## config.mk

```make
export PLATFORM = sky130hd
export DESIGN_NAME = sc_spi_xfer_buf
export DESIGN_NICKNAME = d
export VERILOG_FILES = /design/src/rtl/sc_spi_xfer_buf.sv
export SDC_FILE = /design/constraint.sdc
export NUM_CORES = 2
export LEC_CHECK = 0
export CORE_ASPECT_RATIO = 0.6
export CORE_MARGIN = 2
export CORE_UTILIZATION = 44
export CTS_CLUSTER_DIAMETER = 30
export DETAILED_ROUTE_END_ITERATION = 10
export PLACE_DENSITY = 0.65
export SLEW_MARGIN = 20
export SYNTH_ARGS = -nofsm -noshare
export SYNTH_HDL_FRONTEND = slang
export SYNTH_SLANG_ARGS = --single-unit
```

## constraint.sdc

```tcl
create_clock -name SPICLK -period 7.04 [get_ports SPICLK]
set_clock_uncertainty 0.1 [all_clocks]
set_input_delay 1.408 -clock SPICLK [delete_from_list [all_inputs] [get_ports SPICLK]]
set_output_delay 1.408 -clock SPICLK [all_outputs]
set_load 0.1 [all_outputs]
```

## src/rtl/sc_spi_xfer_buf.sv

```systemverilog
// Transfer buffer and start/complete sequencer in front of the SPI engine.
// It holds a 16x32 TX buffer and a 16x32 RX buffer and a host word port, all in the SPICLK domain.
module sc_spi_xfer_buf #(
   parameter bit RXCLR = 1'b1
) (
   input  logic        SPICLK,
   input  logic        SYSRSTB,
   input  logic        HWE,
   input  logic        HRE,
   input  logic [4:0]  HADDR,
   input  logic [31:0] HWDATA,
   output logic [31:0] HRDATA,
   input  logic        XSTART,
   input  logic        XDONECLR,
   output logic        XBUSY,
   output logic        XDONE,
   output logic        WERR,
   output logic [4:0]  RXCNT,
   output logic        SPISTART,
   input  logic        SPIBUSY,
   input  logic [3:0]  TXDPT,
   output logic [31:0] TXDATA,
   input  logic [31:0] RXDATA,
   input  logic        RXVALID,
   input  logic [3:0]  RXDPT
);

   typedef enum logic [2:0] {S_IDLE, S_START, S_ACK, S_WAIT, S_DRAIN} state_t;

   state_t      state, state_nxt;
   logic [1:0]  ack_cnt, ack_cnt_nxt;
   logic        done_set, start_go, timeout;
   logic        tx_wr, werr_set, rx_cap, rx_clr;
   logic [31:0] txbuf [16];
   logic [31:0] rxbuf [16];

   always_comb begin
      state_nxt   = state;
      ack_cnt_nxt = ack_cnt;
      done_set    = 1'b0;
      start_go    = 1'b0;
      timeout     = 1'b0;
      case (state)
         S_IDLE: begin
            if (XSTART) begin
               state_nxt = S_START;
               start_go  = 1'b1;
            end
         end
         S_START: begin
            state_nxt   = S_ACK;
            ack_cnt_nxt = 2'd0;
         end
         // Give the engine three cycles to show SPIBUSY before giving up.
         S_ACK: begin
            if (SPIBUSY) begin
               state_nxt = S_WAIT;
            end else if (ack_cnt == 2'd2) begin
               state_nxt = S_IDLE;
               done_set  = 1'b1;
               timeout   = 1'b1;
            end else begin
               ack_cnt_nxt = ack_cnt + 2'd1;
            end
         end
         S_WAIT: begin
            if (!SPIBUSY) state_nxt = S_DRAIN;
         end
         S_DRAIN: begin
            state_nxt = S_IDLE;
            done_set  = 1'b1;
         end
         default: state_nxt = S_IDLE;
      endcase
   end

   always_ff @(posedge SPICLK or negedge SYSRSTB) begin
      if (!SYSRSTB) begin
         state    <= S_IDLE;
         ack_cnt  <= 2'd0;
         XBUSY    <= 1'b0;
         SPISTART <= 1'b0;
      end else begin
         state    <= state_nxt;
         ack_cnt  <= ack_cnt_nxt;
         XBUSY    <= (state_nxt != S_IDLE);
         SPISTART <= (state_nxt == S_START);
      end
   end

   assign tx_wr    = HWE & ~HADDR[4] & ~XBUSY;
   assign werr_set = HWE & ~HADDR[4] & XBUSY;
   // DRAIN still accepts a word so a last RXVALID coinciding with SPIBUSY falling is kept.
   assign rx_cap   = RXVALID & ((state == S_WAIT) | (state == S_DRAIN));
   assign rx_clr   = start_go & RXCLR;
   assign TXDATA   = txbuf[TXDPT];

   always_ff @(posedge SPICLK or negedge SYSRSTB) begin
      if (!SYSRSTB) begin
         for (int i = 0; i < 16; i++) begin
            txbuf[i] <= 32'd0;
            rxbuf[i] <= 32'd0;
         end
      end else begin
         if (tx_wr) txbuf[HADDR[3:0]] <= HWDATA;
         if (rx_clr) begin
            for (int i = 0; i < 16; i++) rxbuf[i] <= 32'd0;
         end else if (rx_cap) begin
            rxbuf[RXDPT] <= RXDATA;
         end
      end
   end

   always_ff @(posedge SPICLK or negedge SYSRSTB) begin
      if (!SYSRSTB) begin
         RXCNT  <= 5'd0;
         XDONE  <= 1'b0;
         WERR   <= 1'b0;
         HRDATA <= 32'd0;
      end else begin
         if (timeout || rx_clr)              RXCNT <= 5'd0;
         else if (rx_cap && RXCNT != 5'd16)  RXCNT <= RXCNT + 5'd1;
         if (done_set)                       XDONE <= 1'b1;
         else if (XDONECLR || start_go)      XDONE <= 1'b0;
         if (werr_set)                       WERR  <= 1'b1;
         else if (XDONECLR)                  WERR  <= 1'b0;
         if (HRE) HRDATA <= HADDR[4] ? rxbuf[HADDR[3:0]] : txbuf[HADDR[3:0]];
      end
   end

endmodule

```

Figure 1. M3 wires.
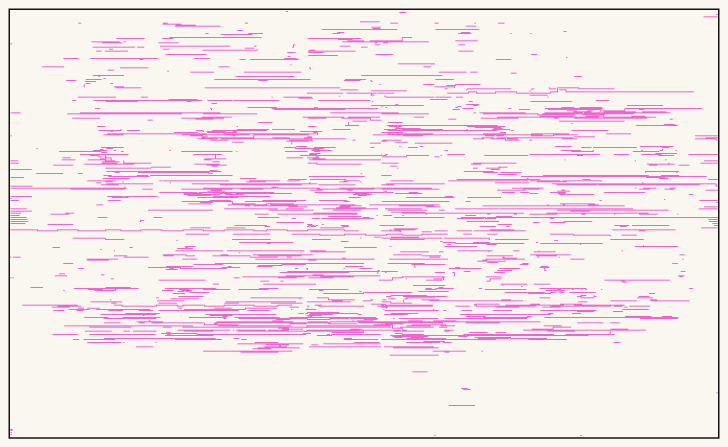
The wires run mostly horizontal. The longest straight run is 150 um.
total via count after detailed routing: 40000
met3 Use GR: 8.06%

==> changes_impl.md <==
### Metrics

- Start of the worst register-to-register path: state[1]
- Maximum clock frequency: 0.172 GHz
- GR Util All Layers: 28.2%
- Maximum net fanout on the critical path: 49
- Relative area of non-clock buffer cells in the final design: 4.05%
- Core Box Area: 124000 sq um
- Multiplexer fraction of the synthesized cell area: 27.0%
- P_comb: 0.00396 W
- Post-synth top flop: sky130_fd_sc_hd__dfrtp_1
- Clock tree from TritonCTS: done
- Timing startpoint of the critical path: TXDPT[0]
- CP Buf/Inv Count: 3
- Clock input transition at the sequential cells of the worst setup and hold paths: 0.07 ns
- Synth unique cells: 53
- TritonRoute pass-1 iters: 8
- Late-Pin Clk Latency: 0.79 ns
- Hold EP: rxbuf[212]
- Worst-case register-to-register setup slack: 3.54 ns
- Cells on worst reg2reg path: 5
- Cell type with the largest total area: sky130_fd_sc_hd__dfrtp_1
- Wire length of the first global-routing pass: 269000 um
- Largest non-sequential cell family by area: multiplexers
- Port bufs: 157
- Final count of negative-setup-slack endpoints: 0
- Post-synth area from yosys stat: 55100 sq um
- Seq/total area: 42.2%
- Yosys synthesis warning count: 0
- Post-synth top area share: 48.6%
- Worst slew margin relative to its limit: 19.4%
- Cell family with most CP delay: buffers and inverters
- Multi-input combinational cell count: 3080
- Met1 routing resource usage after global routing: 41.2%
- Horizontal die size: 461 um
- Slowest cell on the critical path: sky130_fd_sc_hd__clkdlybuf4s50_1
- Worst IR drop on VDD: 254 uV
- Number of non-clock buffers in the layout: 268
- Fraction of final layout cells sized beyond drive strength 1: 31.2%
- Gates resized, CTS repair: 0
- Register area share after synthesis: 48.6%
- Pre-CTS WS: 1.19 ns
- Outcome: finished clean
- Placed insts: 6107
- Utilization after layout: 51.1%
- Multi-input combinational area share: 41.3%
- LEAKAGE: 27.4 nW
- Total power of the final layout: 0.0202 W
- Min Tclk post-route: 5.82 ns
- Final count of hold timing violations: 0
- Register area: 26800 sq um
- Req. time, crit path: 5.53 ns
- Count of final max-slew check failures: 0
- Clock network power share: 41.6%
- Die outline area: 128000 sq um
- Setup repair bufs after CTS: 0
- Die extent in y: 278 um
- Post-layout instance count excluding filler cells: 6416
- Type of element capturing the critical path: output port
- Final clock-cell share: 8.97%
- Crit path setup slack, layout: 1.22 ns
- Share of synthesized cell area in full adder, half adder and majority cells: 0.0681%
- Placed standard-cell area: 57700 sq um
- Most common library cells after synthesis: 1070 x sky130_fd_sc_hd__dfrtp_1, 1014 x sky130_fd_sc_hd__nand2_1, 443 x sky130_fd_sc_hd__mux2_2
- Vias per inst: 6.23
- Number of cells traversed by the worst hold path: 2
- Top power consumer group: the clock network
- Logic depth of the worst setup path including buffers: 5
- Nets at Floorplan: 4720
- Count of fill cells added during filler insertion: 10700
- Period utilization: 82.6%
- Setup CP Type: in -> out
- Internal power: 0.0139 W
- Most frequent cell after synthesis: sky130_fd_sc_hd__dfrtp_1
- Slew at the pin closest to its max-slew limit: 1.21 ns
- Metal-1 WL: 77500 um
- Cell type with the highest occurrence count on the critical path: sky130_fd_sc_hd__mux4_2
- Number of rows created at floorplan: 100
- Logic area: 26200 sq um
- Total power per unit cell area: 319 nW/um^2
- Most common cell after layout, fill and taps aside: sky130_fd_sc_hd__dfrtp_1
- HPWL after DPL: 104000 um
- Leading cell types in the layout, fill and taps excluded: 1070 x sky130_fd_sc_hd__dfrtp_1, 1004 x sky130_fd_sc_hd__nand2_1, 443 x sky130_fd_sc_hd__mux2_2
- R2r endpoint: rxbuf[130]
- Hold slack: 0.398 ns
- GP Congestion: 0.834
- EDFF count, synth: 0
- Vias in the first global route: 39600
- Antenna violations before repair: 13
- Final #Nets: 4675
- RSZ-0062 raised after global routing: no
- Total sequential power: 0.00786 W
- Net switching power figure: 0.00638 W
- Clk Tree Root Cell: sky130_fd_sc_hd__clkbuf_16
- Critical path capture point: TXDATA[0]
- Cell area after layout: 63400 sq um
- Flip-flop and latch count after synthesis: 1070
- Yosys simple share: 9.34%
- Max clock buf depth: 3
Figure 2. The metal 2 layer.
The bar under the picture is 100 um long.
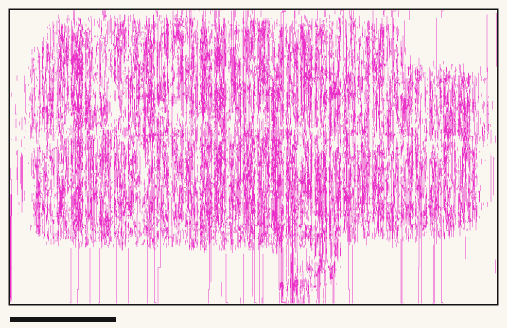
The layer holds 43% of the routed length. The layer carries 78.3 mm of wire. The wires run mostly vertical.
aggregate routed wire length: 180000 um
GR Util met2: 40.2%

Power figures rest on the tool's default switching activity, not on a simulated workload.
